Run 1, selected gate families:
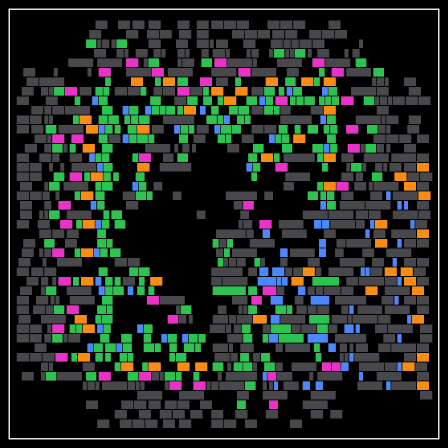
Run 1, sequential cells grouped by signal name:
Other sequential cells in the stronger grey, the rest of the logic in the fainter grey.
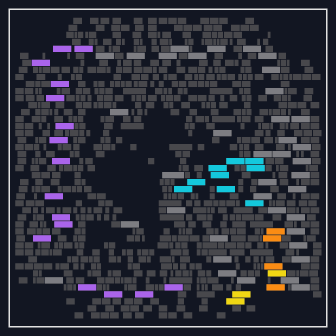
Run 1, supply network:
Pins as bars on the die edge.
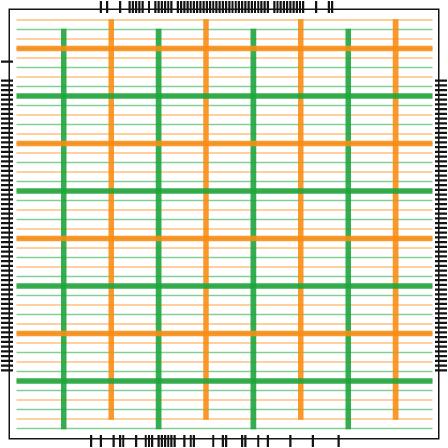
Run 1, close-up of the layout:
Region (6, 67) to (56, 117) um. Cells in grey, sequential cells in the stronger grey; small squares are vias.
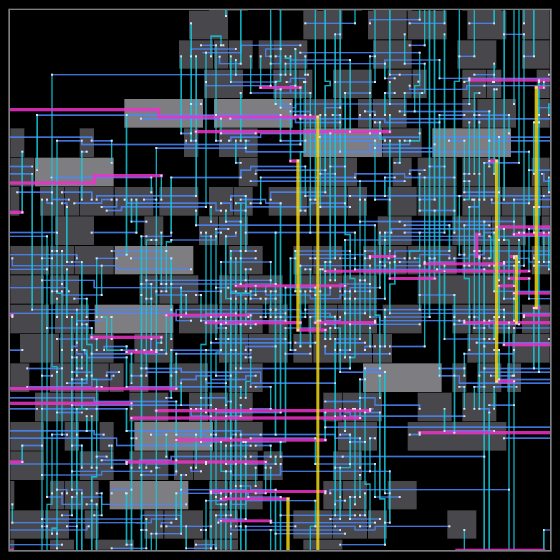
$ cat src/rtl/fadd_rr_sched_if.sv
// Request, response and adder-side signals shared by the FP16 adder scheduler.
// Latency: n/a (wiring only).
// Backpressure: req_ready is a one-hot grant; nothing else can stall.
interface fadd_rr_sched_if #(
    parameter int NUM_REQ = 4,
    parameter int BITS    = 16
);
    localparam int CNTW = $clog2(NUM_REQ + 1);

    logic [NUM_REQ-1:0]      req_valid;
    logic [NUM_REQ*BITS-1:0] req_a;
    logic [NUM_REQ*BITS-1:0] req_b;
    logic [NUM_REQ-1:0]      req_ready;
    logic [NUM_REQ-1:0]      rsp_valid;
    logic [BITS-1:0]         rsp_sum;
    logic                    add_vld;
    logic [BITS-1:0]         add_a;
    logic [BITS-1:0]         add_b;
    logic [BITS-1:0]         add_sum;
    logic [CNTW-1:0]         inflight;

    // Requesters plus the adder result: the environment around the scheduler.
    modport master (
        output req_valid, req_a, req_b, add_sum,
        input  req_ready, rsp_valid, rsp_sum, add_vld, add_a, add_b, inflight
    );

    modport slave (
        input  req_valid, req_a, req_b, add_sum,
        output req_ready, rsp_valid, rsp_sum, add_vld, add_a, add_b, inflight
    );
endinterface

$ cat src/rtl/fadd_rr_sched.sv
// Round-robin sharing of one FP16 adder among NUM_REQ requesters, sums routed back by tag.
// Latency: accept to rsp_valid pulse is ADD_LAT+2 cycles, results in issue order.
// Backpressure: one grant per cycle; a requester with an op outstanding waits (ready=0).
module fadd_rr_sched #(
    parameter int NUM_REQ = 4,
    parameter int BITS    = 16,
    parameter int ADD_LAT = 2
) (
    input  logic           clk,
    input  logic           rst,
    fadd_rr_sched_if.slave bus
);
    localparam int IDW  = (NUM_REQ > 1) ? $clog2(NUM_REQ) : 1;
    localparam int CNTW = $clog2(NUM_REQ + 1);

    typedef struct packed {
        logic           vld;
        logic [IDW-1:0] id;
    } tag_t;

    logic [NUM_REQ-1:0] busy;
    logic [IDW-1:0]     ptr;
    tag_t               tag_q [ADD_LAT+1];

    logic [NUM_REQ-1:0] eligible;
    logic [NUM_REQ-1:0] grant;
    logic [NUM_REQ-1:0] retire;
    logic [NUM_REQ-1:0] busy_nxt;
    logic               accept;
    logic [IDW-1:0]     grant_id;
    logic [IDW-1:0]     ptr_nxt;
    logic [BITS-1:0]    sel_a;
    logic [BITS-1:0]    sel_b;
    logic [CNTW-1:0]    busy_cnt;
    tag_t               tail;

    assign eligible = bus.req_valid & ~busy & {NUM_REQ{~rst}};
    assign tail     = tag_q[ADD_LAT];

    // Search from ptr upward with wrap; the first eligible requester wins.
    always_comb begin
        logic [IDW:0] idx;
        idx      = '0;
        grant    = '0;
        grant_id = '0;
        accept   = 1'b0;
        for (int k = 0; k < NUM_REQ; k++) begin
            idx = {1'b0, ptr} + (IDW+1)'(k);
            if (idx >= (IDW+1)'(NUM_REQ)) begin
                idx = idx - (IDW+1)'(NUM_REQ);
            end
            if (!accept && eligible[idx[IDW-1:0]]) begin
                accept                = 1'b1;
                grant[idx[IDW-1:0]]   = 1'b1;
                grant_id              = idx[IDW-1:0];
            end
        end
    end

    assign ptr_nxt = (grant_id == IDW'(NUM_REQ - 1)) ? '0 : grant_id + 1'b1;
    assign sel_a   = bus.req_a[grant_id*BITS +: BITS];
    assign sel_b   = bus.req_b[grant_id*BITS +: BITS];

    always_comb begin
        retire = '0;
        if (tail.vld) begin
            retire[tail.id] = 1'b1;
        end
    end

    // Accept and retire can never hit the same requester on one edge.
    assign busy_nxt = (busy & ~retire) | grant;

    always_comb begin
        busy_cnt = '0;
        for (int i = 0; i < NUM_REQ; i++) begin
            busy_cnt = busy_cnt + CNTW'(busy_nxt[i]);
        end
    end

    assign bus.req_ready = grant;
    assign bus.add_vld   = tag_q[0].vld;

    always_ff @(posedge clk) begin
        if (rst) begin
            busy          <= '0;
            ptr           <= '0;
            for (int k = 0; k <= ADD_LAT; k++) begin
                tag_q[k] <= '0;
            end
            bus.add_a     <= '0;
            bus.add_b     <= '0;
            bus.rsp_valid <= '0;
            bus.rsp_sum   <= '0;
            bus.inflight  <= '0;
        end else begin
            busy     <= busy_nxt;
            if (accept) begin
                ptr       <= ptr_nxt;
                bus.add_a <= sel_a;
                bus.add_b <= sel_b;
            end
            tag_q[0] <= {accept, grant_id};
            for (int k = 1; k <= ADD_LAT; k++) begin
                tag_q[k] <= tag_q[k-1];
            end
            // The tail tag lines up with the adder output for that issue.
            bus.rsp_valid <= retire;
            if (tail.vld) begin
                bus.rsp_sum <= bus.add_sum;
            end
            bus.inflight <= busy_cnt;
        end
    end
endmodule

$ cat src/flat_wrapper.sv
// flat-port wrapper written by rule: the top's interface ports become plain ports
module fadd_rr_sched_flat 
#(
    parameter int NUM_REQ = 4,
    parameter int BITS    = 16,
    parameter int ADD_LAT = 2
)
  (clk, rst, bus_req_valid, bus_req_a, bus_req_b, bus_add_sum, bus_req_ready, bus_rsp_valid, bus_rsp_sum, bus_add_vld, bus_add_a, bus_add_b, bus_inflight);
  fadd_rr_sched_if #(.NUM_REQ(NUM_REQ), .BITS(BITS)) bus_i ();
  input  logic clk;
  input  logic rst;
  input wire logic [$bits(bus_i.req_valid)-1:0] bus_req_valid;
  input wire logic [$bits(bus_i.req_a)-1:0] bus_req_a;
  input wire logic [$bits(bus_i.req_b)-1:0] bus_req_b;
  input wire logic [$bits(bus_i.add_sum)-1:0] bus_add_sum;
  output wire logic [$bits(bus_i.req_ready)-1:0] bus_req_ready;
  output wire logic [$bits(bus_i.rsp_valid)-1:0] bus_rsp_valid;
  output wire logic [$bits(bus_i.rsp_sum)-1:0] bus_rsp_sum;
  output wire logic [$bits(bus_i.add_vld)-1:0] bus_add_vld;
  output wire logic [$bits(bus_i.add_a)-1:0] bus_add_a;
  output wire logic [$bits(bus_i.add_b)-1:0] bus_add_b;
  output wire logic [$bits(bus_i.inflight)-1:0] bus_inflight;
  assign bus_i.req_valid = bus_req_valid;
  assign bus_i.req_a = bus_req_a;
  assign bus_i.req_b = bus_req_b;
  assign bus_i.add_sum = bus_add_sum;
  assign bus_req_ready = bus_i.req_ready;
  assign bus_rsp_valid = bus_i.rsp_valid;
  assign bus_rsp_sum = bus_i.rsp_sum;
  assign bus_add_vld = bus_i.add_vld;
  assign bus_add_a = bus_i.add_a;
  assign bus_add_b = bus_i.add_b;
  assign bus_inflight = bus_i.inflight;
  fadd_rr_sched #(.NUM_REQ(NUM_REQ), .BITS(BITS), .ADD_LAT(ADD_LAT)) u_core (.clk(clk), .rst(rst), .bus(bus_i));
endmodule
$ cat config.mk
export PLATFORM = sky130hd
export DESIGN_NAME = fadd_rr_sched_flat
export DESIGN_NICKNAME = d
export VERILOG_FILES = /design/src/rtl/fadd_rr_sched_if.sv /design/src/rtl/fadd_rr_sched.sv /design/src/flat_wrapper.sv
export SDC_FILE = /design/constraint.sdc
export NUM_CORES = 1
export LEC_CHECK = 0
export CAP_MARGIN = 5
export CORE_MARGIN = 1.5
export CORE_UTILIZATION = 38
export CTS_BUF_LIST = sky130_fd_sc_hd__clkbuf_4 sky130_fd_sc_hd__clkbuf_8 sky130_fd_sc_hd__clkbuf_16
export DETAILED_ROUTE_END_ITERATION = 6
export GPL_ROUTABILITY_DRIVEN = 0
export PLACE_DENSITY = 0.75
export SLEW_MARGIN = 0
export SYNTH_ARGS = -nofsm -noshare
export SYNTH_HDL_FRONTEND = slang
export SYNTH_SLANG_ARGS = --single-unit
export TNS_END_PERCENT = 30
$ cat constraint.sdc
create_clock -name clk -period 10.6 [get_ports clk]
set_input_delay 2.12 -clock clk [delete_from_list [all_inputs] [get_ports clk]]
set_output_delay 2.12 -clock clk [all_outputs]
set_load 0.01 [all_outputs]
==> notes.md, run 1 <==
yosys + openroad results -> most frequent cell after synthesis=dfxtp_1, cell accounting for the most synthesized area=dfxtp_1, M1 wire length=8.379 mm, GRT overflow=0, Final setup violation count=0, CORE AREA=0.01393 mm^2, top power group=combinational cells, Syn Nets=847, antenna cells=0, Initial DRT Pass Iterations=5, Async SR Flop Fraction=0%, drt wl/cell=19.20 um, top logic cells by instance count in the layout=209 x clkdlybuf4s50_1, 69 x dfxtp_1, 50 x mux2i_1, max_cap viols=0, Max Clock Skew=11.19 ps, Final Critical Period=7733 ps, Synth Cell Area=0.005430 mm^2, IO buf count=209, RSZ-0062 raised after global routing=no, Post-DRT Antenna Nets=0, run status=complete, no violations, Cells after DPL=1009, Switching Power=897.3 uW, Slew Limit Fails=0, yosys cell count=687, nets=1001, DPL Wire Length=12.52 mm, Area leader share=25.81%, Logic power comb=1240 uW, VDD IR max=0.0001321 V, overall routing resource usage=25.82%, Logic pwr share=64.3%, Avg Vias per Cell=6.159, Sw Share=46.45%, fraction of layout cells with a size suffix above 1=6.147%, CP arrival=5610 ps, Critical Path RT=8480 ps, Synth cell types=57, Fill cells=1272, vias=6319, Largest regs=u_core.bus.add_a x16, u_core.bus.add_b x16, u_core.bus.rsp_sum x16, synth cell count leaders=70 x dfxtp_1, 64 x clkbuf_1, 50 x mux2i_1, Worst-path clk slew=60 ps, Post-CTS Setup Inserts=0, Logic area=0.003575 mm^2, initial antenna violation count=0, die area=0.01502 mm^2, tool warnings=32, Site Rows=43, final cell count without fillers=1026, largest net degree at the start of global routing=86, top sig layer=met4
Notes on 'selected gate families' above:
Key: blue = nor cells [cells 76]; orange = mux cells [cells 51, where all over the die]; magenta = non-inverting ao/oa cells [cells 41, where all over the die]; green = aoi and oai cells [cells 219]

Notes on 'sequential cells grouped by signal name' above:
Key: yellow = u_core.bus.inflight [placed flops 3]; orange = u_core.bus.rsp_valid [placed flops 4, where lower right]; cyan = u_core.tag_q [placed flops 9]; purple = u_core.bus.add_b [placed flops 16]
Another 38 sequential cells are not coloured.

Notes on 'supply network' above:
Key: green = VSS; orange = VDD
44 met1 rails follow the rows. 210 signal pins sit on the boundary. 8 straps on met4. 8 straps on met5. The core has 43 rows.

Notes on 'close-up of the layout' above:
Key: magenta = M3; blue = M1; cyan = M2; yellow = M4
169 logic cells have their middle in the window. Most frequent: clkdlybuf4s50_1 (35), nand4_1 (11). Sequential cells in the window: 10. Netlist names of flops here include u_core.bus.add_b (7), u_core.bus.add_a (3).

-- run 1: metrics by stage --
stage / utilization (%) / power [uW] / setup slack, ps / hold WS [ps]
floorplan: - / 1210 / 4812 / 413.8
CTS: 56.26 / 1926 / 2850 / 438.8
finish: 56.34 / 1932 / 2867 / 431.9
global route: 56.34 / 2062 / 2635 / 457.8
global placement: 54.25 / 1619 / 2940 / 424.7
detailed placement: 54.25 / 1628 / 2858 / 422.0
-- run 1: layout make-up --
cell class | count | share of cell area (%)
repair buffers | 224 | 28.13
flip-flops and latches | 70 | 17.90
clock inverters | 6 | 0.6056
inverters | 42 | 2.008
multi-input cells | 494 | 45.53
well taps | 180 | 2.869
clock buffers | 10 | 2.964
-- run 1: layer usage --
metal,global-route usage [%],vias up
met1,33.63,2932
met5,0,-
met2,42.39,341
met4,8.140,0
li1,-,3014
met3,5.809,32
-- run 1: logic make-up after synthesis --
logic type                 share of synthesized area (%)
adders and majority gates                          2.442
muxes                                              9.424
AOI/OAI and AO/OA                                  35.88
DFF                                                25.81
and+or+nand+nor                                    17.24
buffers and inverters                              9.216
-- run 1: path summary, 6_finish.rpt --
path	from	end	slack [ps]	cells past startpoint
worst max-delay path	rst	bus_req_ready[2]	2870	9
worst min-delay path	u_core.tag_q[0][0]$_SDFF_PP0_	u_core.tag_q[0][3]$_SDFF_PP0_	430	1
worst max register to register	u_core.ptr[1]$_SDFFE_PP0P_	u_core.bus.inflight[1]$_SDFF_PP0_	6200	14
worst min register to register	u_core.tag_q[0][0]$_SDFF_PP0_	u_core.tag_q[0][3]$_SDFF_PP0_	430	1
-- run 1: critical path, cell delays in order --
cell	delay, ps
clkdlybuf4s50_1	920
buf_4	350
or4b_4	170
o31ai_4	130
a211oi_4	270
buf_4	600
a22oi_1	170
o211ai_1	240
clkdlybuf4s50_1	610
Run 1, the clock network:
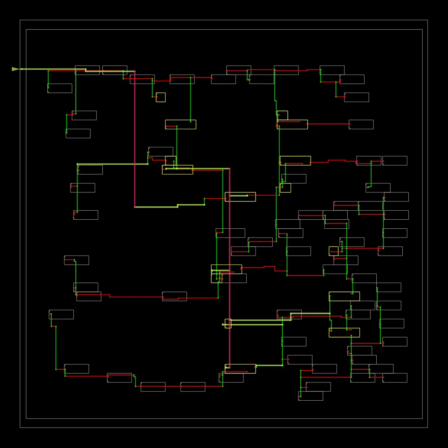

--- run 2 (diff from run 1) ---
PLACE_DENSITY = 0.78   (was 0.75)
clock period = 6.33 ns   (was 10.6 ns; I/O delays follow)
Run 2, the clock network:
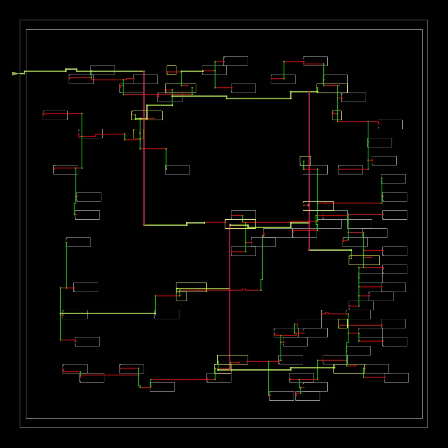
clk pwr: 507 uW
CLK BUF: 11
FFs & Latches: 70
Max Clock Skew: 5.396 ps
worst skew pair latency: 350 ps

Run 2, selected gate families:
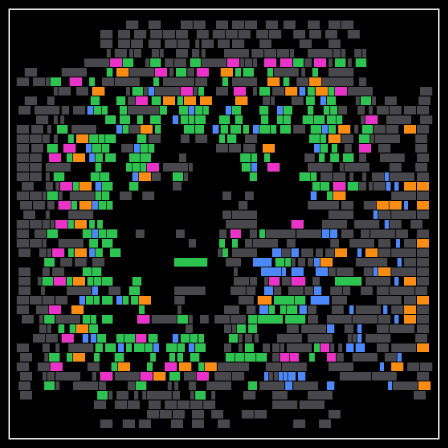
Key: blue = nor cells [cells 76]; orange = mux cells [cells 51, where all over the die]; magenta = non-inverting ao/oa cells [cells 41, where all over the die]; green = aoi and oai cells [cells 219]

==> run 2 against run 1 <==
Design area up 0.33%. Setup slack worse by 1900 ps. Utilization increased by 0.19 points. Sequential share of layout area is 0.060 points lower. Largest cell class unchanged. Combinational power increased by 68%. First-iteration DRC count up 8.6%. Critical endpoint is now bus_req_ready[3]. Sequential cell count stayed put. Via count up 1.6%. Largest power group unchanged. Clock power increased by 75%. Cell count rose by 0.29%. Global-route usage down 0.37 points. Area after synthesis unchanged.
==> notes.md, run 2 <==
yosys + openroad results -> Post-CTS Setup Inserts=0 (unchanged), CP bufs+invs=2 (-2), final cell count without fillers=1029 (+0.29%), Post-DRT Antenna Nets=0 (unchanged), initial antenna violation count=0 (unchanged), Worst-Margin Slew=1093 ps, yosys synthesis warning count=0, Synth cell types=57 (unchanged), Top Family by Delay on Critical Path=buffers and inverters, Root Buffer=clkbuf_16, die height=122.5 um, post-synthesis register bit count=70, Initial DRT Pass Iterations=7 (+2), Syn Nets=847 (unchanged), drt wl/cell=19.14 um (-0.33%), Critical Path RT=5060 ps (-3420 ps), Synth Seq Share=25.81%, htree depth=3, CP arrival=4060 ps (-1550 ps), Leak=0.002796 uW, antenna cells=0 (unchanged), DPL Wire Length=12.91 mm (+3.1%), part of the power in registers=20.7%, Worst setup SP type=primary input, global-route wire length before repair=30.44 mm, max_cap viols=0 (unchanged), DP Worst Slack=1089 ps (-1769 ps), DRT iter0 DRCs=621, Post-CTS Hold Buffers=0, critical path capture point type=output port, Slew Limit Fails=0 (unchanged), nets=1004 (+0.30%), slew margin rel.=26.95%, tool warnings=32 (unchanged), top cells by area=dfxtp_1 26%, mux2i_1 9.2%, a221o_1 5.9%, a311oi_1 5.2%, o221ai_1 5.2%, Largest regs=u_core.bus.add_a x16, u_core.bus.add_b x16, u_core.bus.rsp_sum x16, most frequent cell after synthesis=dfxtp_1, number of I/O pins=210, most used cell, CP=clkdlybuf4s50_1, Fill cells=1262 (-0.79%), HP Class=reg -> reg, Routed Wire Length=19.70 mm, Clk pwr share=15.6%, Setup WS post-layout=1004 ps (-1864 ps), cell accounting for the most synthesized area=dfxtp_1, Synth Cell Area=0.005430 mm^2 (unchanged), EDFF count, synth=0, Post-DP Area=0.007590 mm^2, VDD IR max=0.0002506 V (+90%), Post-Route Setup TNS=0 ps, run status=complete, no violations, Crit Path Max Fanout=7, Async SR Flop Fraction=0% (unchanged), Worst-path clk slew=60 ps (about the same), total clock buffers created by CTS=9, largest net degree at the start of global routing=78 (-9.3%), Final setup violation count=0 (unchanged), RSZ-0062 raised after global routing=no, Syn Area/Cell=7.904 um^2, Slowest-stage cell, CP=clkdlybuf4s50_1, GRT overflow=0 (unchanged), die area=0.01502 mm^2 (unchanged), fraction of layout cells with a size suffix above 1=6.478% (+0.33 points), Area leader share=25.81% (unchanged), Max clock buf depth=2, Avg Vias per Cell=6.239 (+1.3%), Cells after DPL=1013 (+0.40%), clk sinks=70, final core occ=56.53% (+0.19 points), overall routing resource usage=25.45% (-0.37 points), design internal power=1751 uW, synth cell count leaders=70 x dfxtp_1, 64 x clkbuf_1, 50 x mux2i_1, Final Critical Period=5326 ps, yosys cell count=687 (unchanged), Logic pwr share=63.7% (-0.6 points), IO buf count=209 (unchanged), Sw Share=46.29% (-0.16 points), vias=6420 (+1.6%), delay of the slowest critical-path stage=610 ps (-310 ps), Pwr Density=413.8 mW/mm^2, CP Cell Sequence=clkdlybuf4s50_1, or3b_1, a21oi_2, nor3b_1, o21ai_0, o211ai_1, clkdlybuf4s50_1, CORE AREA=0.01393 mm^2 (unchanged), Site Rows=43 (unchanged), top logic cells by instance count in the layout=209 x clkdlybuf4s50_1, 69 x dfxtp_1, 50 x mux2i_1, Fmax=0.1878 GHz, Switching Power=1509 uW (+68%), final number of hold-violating endpoints=0
Run 2, close-up of the layout:
Region (6, 67) to (56, 117) um. Cells in grey, sequential cells in the stronger grey; small squares are vias.
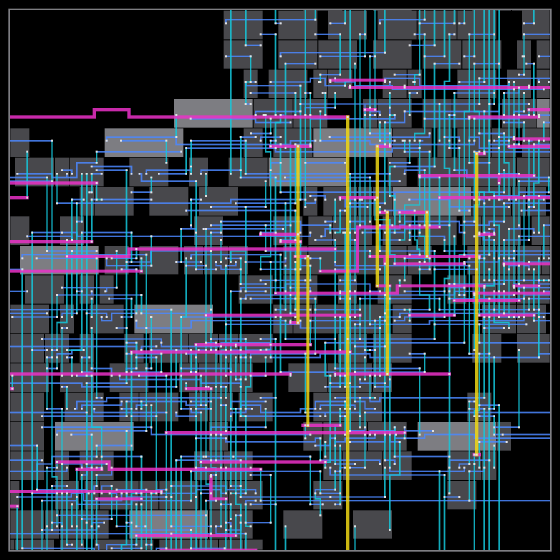
Key: magenta = M3; blue = M1; yellow = M4; cyan = M2
Most frequent: clkdlybuf4s50_1 (35). Sequential cells in the window: 10. 174 logic cells have their middle in the window. Netlist names of flops here include u_core.bus.add_b (7), u_core.bus.add_a (3).

-- run 2: final timing paths --
path / from / end / slack, ps / cells after the start
min reg2reg: u_core.tag_q[0][4]$_SDFF_PP0_ / u_core.tag_q[0][7]$_SDFF_PP0_ / 440 / 1
max reg2reg: u_core.ptr[1]$_SDFFE_PP0P_ / u_core.bus.add_a[2]$_SDFFE_PP0P_ / 2080 / 9
max: bus_req_valid[0] / bus_req_ready[3] / 1000 / 7
min: u_core.tag_q[0][4]$_SDFF_PP0_ / u_core.tag_q[0][7]$_SDFF_PP0_ / 440 / 1
-- run 2: layout make-up --
cell class                 count  area [um^2]  share of cell area, %
sequential                    70         1405                  17.84
timing repair buffer         227         2227                  28.27
multi-input combinational    494         3575                  45.38
inverter                      42        157.7                  2.001
tap                          180        225.2                  2.859
clock inverter                 5        41.29                 0.5241
clock buffer                  11        246.5                  3.129
-- run 2: metal layers --
metal | vias up | routed length [um] | track usage, %
li1 | 3017 | - | -
met1 | 3020 | 8249 | 31.44
met2 | 342 | 9122 | 42.98
met3 | 41 | 1838 | 6.784
met4 | 0 | 484 | 8.212
met5 | - | 0 | 0
-- run 2: stage by stage --
step	total power [uW]	hold WS (ps)
after floorplan	2027	413.8
after global placement	2709	417.4
after detailed placement	2726	424.2
after CTS	3242	442.7
after global routing	3455	456.2
final	3260	439.7
-- run 2: kinds of logic after synthesis --
family / synth area share (%)
buffers and inverters: 9.216
adder cells (fa/ha/maj): 2.442
multiplexers: 9.424
flip-flops: 25.81
AND/OR/NAND/NOR: 17.24
AND-OR/OR-AND: 35.88
-- run 2: power groups by stage --
stage	Clock [uW]	Combinational (uW)	Sequential, uW
final	507	2080	675
after global routing	531	2230	692
after CTS	511	2060	675
after detailed placement	0	2050	681
after global placement	0	2030	682
after floorplan	0	1320	707
Run 2, sequential cells grouped by signal name:
Other sequential cells in the stronger grey, the rest of the logic in the fainter grey.
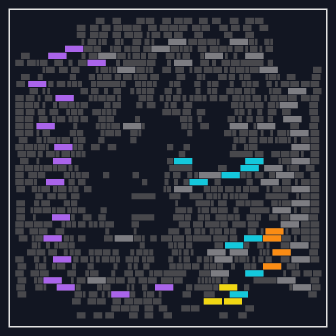

--- run 3 (diff from run 2) ---
clock period = 4.5 ns   (was 6.33 ns; I/O delays follow)
Run 3, sequential cells grouped by signal name:
Other sequential cells in the stronger grey, the rest of the logic in the fainter grey.
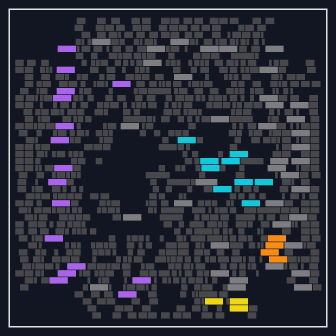
Key: yellow = u_core.bus.inflight [placed flops 3]; orange = u_core.bus.rsp_valid [placed flops 4, where lower right]; cyan = u_core.tag_q [placed flops 9]; purple = u_core.bus.add_b [placed flops 16]

Run 3, supply network:
Pins as bars on the die edge.
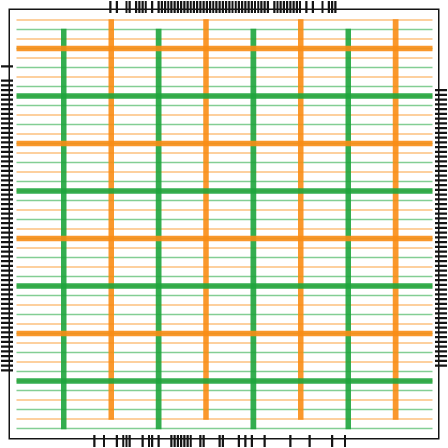
Key: orange = VDD; green = VSS
8 straps on met5. The core has 43 rows.

==> run 3 against run 2 <==
Cell count is 1.3% higher. Utilization increased by 0.74 points. Non-clock buffer count is 13 higher. Clock-buffer cell count fell by 1. Combinational power increased by 45%. Clock skew grew 6.1 ps. Area after synthesis unchanged. Critical path type is now reg -> out.
==> notes.md, run 3 <==
yosys + openroad results -> Slowest-stage cell, CP=clkdlybuf4s50_1, delay of the slowest critical-path stage=590 ps (-20 ps), cell accounting for the most synthesized area=dfxtp_1, Worst Setup SP=u_core.ptr[1]$_SDFFE_PP0P_, vias=6455 (+0.55%), post-synthesis register bit count=70 (unchanged), total clock buffers created by CTS=9 (unchanged), initial antenna violation count=0 (unchanged), top sig layer=met4, Final setup violation count=0 (unchanged), Initial DRT Pass Iterations=5 (-2), Largest regs=u_core.bus.add_a x16, u_core.bus.add_b x16, u_core.bus.rsp_sum x16, Avg Vias per Cell=6.195 (-0.71%), Site Rows=43 (unchanged), Worst-path clk slew=60 ps (about the same), CP Cell Sequence=inv_1, ha_1, nor4b_2, o41ai_2, buf_4, a211oi_4, a22oi_1, o211ai_1, clkdlybuf4s50_1, VDD IR max=0.0003129 V (+25%), GRT overflow=0 (unchanged), worst skew pair latency=340 ps (about the same), Syn Area/Cell=7.904 um^2 (unchanged), fraction of layout cells with a size suffix above 1=7.889% (+1.4 points), nets=1017 (+1.3%), Area leader share=25.81% (unchanged), Hold Crit Endpoint=u_core.tag_q[0][3]$_SDFF_PP0_, Final Critical Period=4294 ps, max_cap viols=0 (unchanged), Synth Cell Area=0.005430 mm^2 (unchanged), Worst setup SP type=flip-flop, Crit Path Max Fanout=11 (+4), slew margin rel.=26.98% (+0.038 points), yosys cell count=687 (unchanged), DPL Wire Length=13.30 mm (+3.0%), CP Depth=9 (+2), Syn Nets=847 (unchanged), yosys synthesis warning count=0 (unchanged), top logic cells by instance count in the layout=209 x clkdlybuf4s50_1, 69 x dfxtp_1, 50 x mux2i_1, Root Buffer=clkbuf_16, Routed Wire Length=20.23 mm (+2.7%), antenna cells=0 (unchanged), global-route wire length before repair=30.19 mm (-0.84%), tool warnings=32 (unchanged), met2 usage=40.89% (-2.1 points), M1 wire length=8.369 mm (+1.5%), HP Class=reg -> reg, busiest grt layer=met2, EDFF count, synth=0 (unchanged), IO buf count=209 (unchanged), synth cell count leaders=70 x dfxtp_1, 64 x clkbuf_1, 50 x mux2i_1, die height=122.5 um (unchanged), CP bufs+invs=3 (+1), Critical Path RT=3600 ps (-1460 ps), RSZ-0062 raised after global routing=no, run status=complete, no violations
Run 3, close-up of the layout:
Region (6, 67) to (56, 117) um. Cells in grey, sequential cells in the stronger grey; small squares are vias.
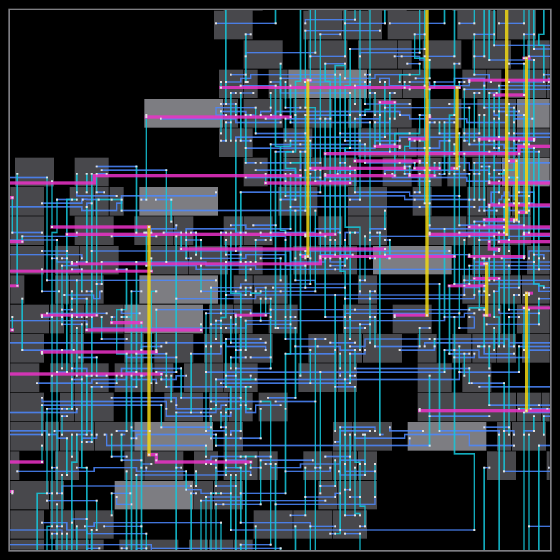
Key: cyan = M2; yellow = M4; blue = M1; magenta = M3
172 logic cells have their middle in the window. Sequential cells in the window: 10. Most frequent: clkdlybuf4s50_1 (39), a221o_1 (11). Netlist names of flops here include u_core.bus.add_b (7), u_core.bus.add_a (3).

==> run 3: cell counts after synthesis <==
Identical to the previous run, type by type.
==> run 3: per-stage QoR <==
stage          power (uW)  hold WS [ps]  utilization [%]  cells  instance area, um^2
5_1_grt              4922         455.5            57.27   1042                 7980
2_1_floorplan        2851         413.8                -    687                 5430
3_3_place_gp         3882         416.7            55.10   1023                 7677
4_1_cts              4608         436.5            57.11   1039                 7958
6_report             4657         435.0            57.27   1042                 7980
3_5_place_dp         3913         422.0            55.10   1023                 7677
==> run 3: cell type report <==
class | count | area, um^2 | share of cell area, %
Clock buffer | 10 | 232.7 | 2.916
Sequential cell | 70 | 1405 | 17.61
Multi-Input combinational cell | 494 | 3575 | 44.79
Tap cell | 180 | 225.2 | 2.822
Timing Repair Buffer | 240 | 2337 | 29.29
Clock inverter | 6 | 47.55 | 0.5958
Inverter | 42 | 157.7 | 1.976
==> run 3: where the power goes <==
part	total (uW)	switching [uW]	leakage (uW)	internal, uW
combinational	3020	1720	0.00215	1300
clock	686	303	0.000136	384
sequential	952	129	0.000579	823
total	4660	2150	0.00286	2510
==> run 3: cell families (layout without fill, tap and decap cells) <==
logic type / Yosys count / in the layout / synth area share (%)
AOI/OAI and AO/OA: 260 / 260 / 35.88
and+or+nand+nor: 173 / 173 / 17.24
buffers and inverters: 123 / 298 / 9.216
DFF: 70 / 70 / 25.81
muxes: 51 / 51 / 9.424
adders and majority gates: 10 / 10 / 2.442
==> run 3: what timing repair did <==
item                       in CTS  in global routing
hold buffers                    0                  0
setup endpoints to repair       0                  4
resized                         0                  1
buffers inserted                0                  3
Power is estimated from default activity; no workload was simulated.
